## config.mk

```make
export PLATFORM = sky130hd
export DESIGN_NAME = apb_master
export DESIGN_NICKNAME = d
export VERILOG_FILES = /design/src/rtl/apb_master.sv
export SDC_FILE = /design/constraint.sdc
export NUM_CORES = 1
export LEC_CHECK = 0
export CAP_MARGIN = 0
export CORE_MARGIN = 2
export CORE_UTILIZATION = 45
export DETAILED_ROUTE_END_ITERATION = 10
export PLACE_DENSITY = 0.86
export SYNTH_ARGS = -nofsm -noshare
export SYNTH_HDL_FRONTEND = slang
export SYNTH_SLANG_ARGS = --single-unit
export TNS_END_PERCENT = 20
```

## constraint.sdc

```tcl
create_clock -name clk -period 5.73 [get_ports clk]
set_clock_uncertainty 0.15 [all_clocks]
set_input_delay 1.146 -clock clk [delete_from_list [all_inputs] [get_ports clk]]
set_output_delay 1.146 -clock clk [all_outputs]
set_load 0.01 [all_outputs]
```

## src/rtl/apb_master.sv

```systemverilog
// APB initiator: turns single-beat core commands into SETUP/ACCESS transfers
// toward GPIO/UART, with address decode and a bounded pready wait.
module apb_master #(
    parameter int TIMEOUT = 16,
    parameter int SEL_LSB = 12
) (
    input  logic        clk,
    input  logic        rst,
    input  logic        cmd_valid,
    output logic        cmd_ready,
    input  logic        cmd_write,
    input  logic [31:0] cmd_addr,
    input  logic [31:0] cmd_wdata,
    output logic        rsp_valid,
    output logic [31:0] rsp_rdata,
    output logic        rsp_err,
    output logic [31:0] pAdd,
    output logic [31:0] pwData,
    output logic        pwr,
    output logic [1:0]  psel,
    output logic        pen,
    input  logic [31:0] prdata,
    input  logic        pready
);

    // Handshake: a command is taken on any edge where cmd_valid && cmd_ready.
    // cmd_ready is high only in IDLE; rsp_valid is a single-cycle pulse in RESP.

    localparam int CW = $clog2(TIMEOUT + 1);
    localparam logic [CW-1:0] LAST_WAIT = CW'(TIMEOUT - 1);

    typedef enum logic [1:0] {
        IDLE   = 2'd0,
        SETUP  = 2'd1,
        ACCESS = 2'd2,
        RESP   = 2'd3
    } state_t;

    state_t          state;
    state_t          state_nxt;
    logic [1:0]      sel_q;
    logic [CW-1:0]   wait_cnt;
    logic [1:0]      dec_sel;
    logic            dec_ok;
    logic            timeout_hit;

    always_comb begin
        dec_sel = cmd_addr[SEL_LSB+1:SEL_LSB];
        dec_ok  = (dec_sel == 2'b01) || (dec_sel == 2'b10);
    end

    always_ff @(posedge clk) begin
        if (rst) begin
            state <= IDLE;
        end else begin
            state <= state_nxt;
        end
    end

    always_comb begin
        state_nxt   = state;
        cmd_ready   = 1'b0;
        rsp_valid   = 1'b0;
        psel        = 2'b00;
        pen         = 1'b0;
        timeout_hit = 1'b0;
        case (state)
            IDLE: begin
                cmd_ready = 1'b1;
                if (cmd_valid) begin
                    state_nxt = dec_ok ? SETUP : RESP;
                end
            end
            SETUP: begin
                psel      = sel_q;
                state_nxt = ACCESS;
            end
            ACCESS: begin
                psel = sel_q;
                pen  = 1'b1;
                if (pready) begin
                    state_nxt = RESP;
                end else if (wait_cnt == LAST_WAIT) begin
                    // pready has been low for TIMEOUT ACCESS cycles: abort.
                    timeout_hit = 1'b1;
                    state_nxt   = RESP;
                end
            end
            RESP: begin
                rsp_valid = 1'b1;
                state_nxt = IDLE;
            end
            default: state_nxt = IDLE;
        endcase
    end

    always_ff @(posedge clk) begin
        if (rst) begin
            sel_q     <= 2'b00;
            wait_cnt  <= '0;
            pAdd      <= 32'd0;
            pwData    <= 32'd0;
            pwr       <= 1'b0;
            rsp_rdata <= 32'd0;
            rsp_err   <= 1'b0;
        end else begin
            case (state)
                IDLE: begin
                    if (cmd_valid) begin
                        if (dec_ok) begin
                            sel_q  <= dec_sel;
                            pAdd   <= cmd_addr;
                            pwData <= cmd_wdata;
                            pwr    <= cmd_write;
                        end else begin
                            rsp_err   <= 1'b1;
                            rsp_rdata <= 32'd0;
                        end
                    end
                end
                SETUP: begin
                    wait_cnt <= '0;
                end
                ACCESS: begin
                    if (pready) begin
                        rsp_rdata <= pwr ? 32'd0 : prdata;
                        rsp_err   <= 1'b0;
                    end else if (timeout_hit) begin
                        rsp_rdata <= 32'd0;
                        rsp_err   <= 1'b1;
                    end else begin
                        wait_cnt <= wait_cnt + CW'(1);
                    end
                end
                default: ;
            endcase
        end
    end

endmodule

```

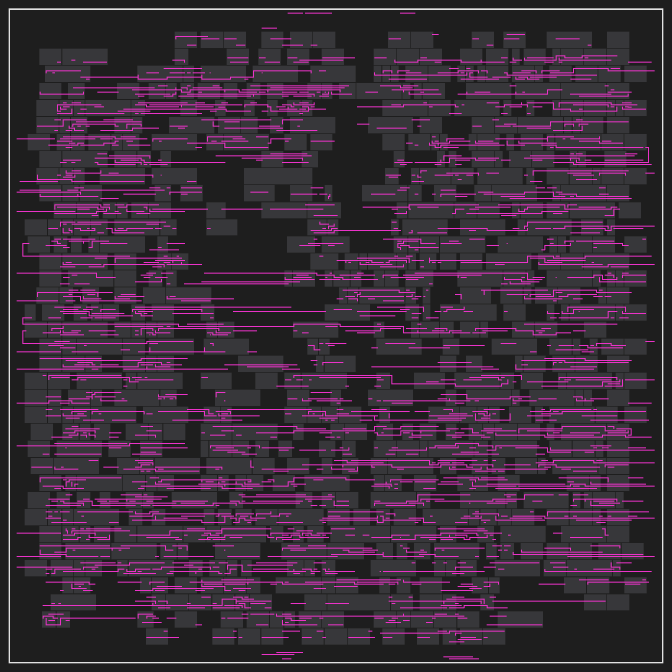
(images/layer_met1.png)
The wires run mostly horizontal. The longest straight run is 29.9 um. The layer holds 42% of the routed length. The layer carries 6030 um of wire.
via count: 4588
WL final: 14300 um
met1 Track Usage GR: 0.319

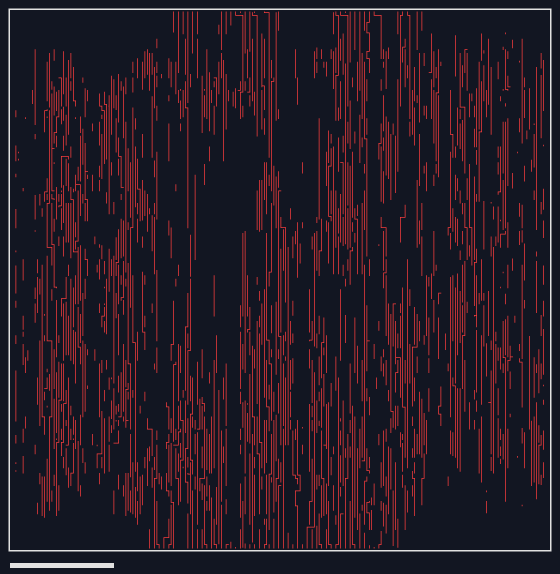
(images/layer_met2.png)
Scale bar: 20 um.
The wires run mostly vertical. The layer holds 49% of the routed length. The longest straight run is 43.5 um.
GR Util met2: 0.433

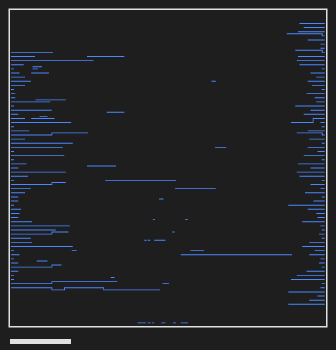
(images/layer_met3.png)
Scale bar: 20 um.
The layer carries 991 um of wire. The wires run mostly horizontal.
met3 usage: 0.0658

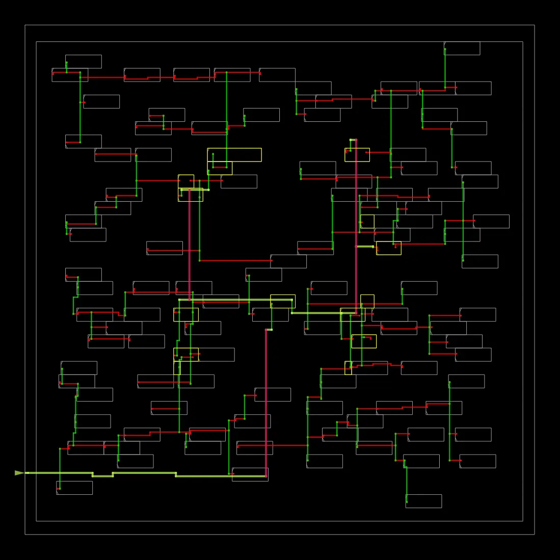
(images/clocks.png)
# clk buffers: 11
clock buffer count from CTS: 9
insertion delay to the later sink of the worst-skew pair: 350 ps
Clock Power: 448 uW

==> notes.md <==
yosys + openroad results -> Sw Ratio 0.361, post-CTS sizing 0, Worst Path Arrival 2320 ps, r2r setup slk 2330 ps, YS chip area 0.00450 mm^2, Adders+Majority by Area 0.0167, Min-Delay Path Class flip-flop to flip-flop, Setup crit end cmd_ready, R2R Path Start state[0], seq pwr 860 uW, fin crit share 0.631, Seq. cell area between 0.002 and 0.0025 mm^2, CTS tree built, Rel. slew slack 0.186, simple share 0.173, clk root buf clkbuf_8, Mapped Cells 509, Design Power 2.16 mW, worst hold path depth 2, RSZ-0062 raised after global routing no, logic gate share of total power 0.395, GPL Wtd Cong 0.797, initial antenna violation count 0, worst-case reg-to-reg path depth 6, vias in the first global route approximately 4600, Worst Hold Path EP rsp_rdata[0], DR top layer met4, CP Buf/Inv Count 2, sequential share of power 0.398, Synth Warn # 0, CP Launch Type flip-flop, FMAX 276 MHz, Post-synth EDFFs 0, Die Width ~100 um, worst vdd ir 0.000172 V, inverters 8, CP max stage delay 820 ps, Iteration-0 DRC Markers 226, Post-DP Area 0.00652 mm^2, Remaining DRCs 0, OpenROAD warning count 29, met2 wire len approximately 7000 um, Yosys top cell by area dfxtp_1, Leakage Power 2.37 nW, crit-path leading delay family adder cells, I/O pin count 204, crit path capture type primary output, chip area around 0.011 mm^2, FILL cells approximately 780, ys async rst share 0, vias per cell 5.70, Worst EP required approximately 4400 ps, crit path launch state[0], post-route antenna net violation count 0, most instantiated logic cell after routing clkdlybuf4s50_1, busiest metal layer after global routing met2, Clock Power Share 0.207, Comb/total area 0.321, CTS H-tree depth 3, fin nets around 780, CTS max path bufs 2, Synth logic family AND-OR/OR-AND gates, logic depth of the worst setup path including buffers 3, Logic cell area 0.00215 mm^2, Cell Type Count 33, Core ar. 0.00973 mm^2, Leading cell kind multi-input combinational cells, worst r2r dst rsp_rdata[30], Non-CTS buffers between 200 and 250, Worst-Margin Slew 1220 ps, pre-CTS WS 2270 ps, Setup CP Type flip-flop to primary output, combinational power ~850 uW, Flops 105, dominant logic cell types in the final layout 201 x clkdlybuf4s50_1, 105 x dfxtp_1, 70 x a21oi_1, largest net degree at the start of global routing 67, Final Instance Area 0.00671 mm^2, placed cell count 790, dominant cell by count in the synthesized netlist dfxtp_1, min-delay src rsp_rdata[0], tap cells 133, #FFs+latches synth 105, CP max-delay cell ha_2, non-filler cells, final 805, crit-path max FO 47, Rows 36, setup bufs post-CTS 0, top post-synthesis cells by count 105 x dfxtp_1, 70 x a21oi_1, 66 x nand2_1, WHS 314 ps, Mean Syn Cell Area between 8 and 9 um^2, gr usage total 0.255, Floorplan Utilization 0.463, global-route wire length before repair around 23000 um, non-clk buf share 0.309, Top Consumer sequential cells, clock network area share 0.0276, Multiplexer share 0.0733, HPWL Detailed 9650 um, Cell area leaders dfxtp_1 47%, o31ai_1 11%, nand4_1 8.9%, synthesized area 0.00450 mm^2, Avg WL per Cell 17.8 um, P_int 1.38 mW, # Cells Yosys 509, Hold Fails Final Rpt 0, area grow syn2layout 48.9%, max-slew violation count 0, PortBufs a little over 200, min Tclk post-route between 3000 and 4000 ps, Remaining Overflow, GRT 0, sw power roughly 780 uW, status complete, no violations, xor+xnor area frac 0.00389, cell area power density 322 mW/mm^2, Setup TNS 0 ps, register share of the cell area 0.313, setup ws final 2110 ps, metal1 wirelength 6030 um, Mapped Nets 616, Post-synth seq share 0.467, biggest regs pAdd (32), pwData (32), rsp_rdata (32), Pre-Repair DR Iteration Count 5
Power is estimated from default activity; no workload was simulated.
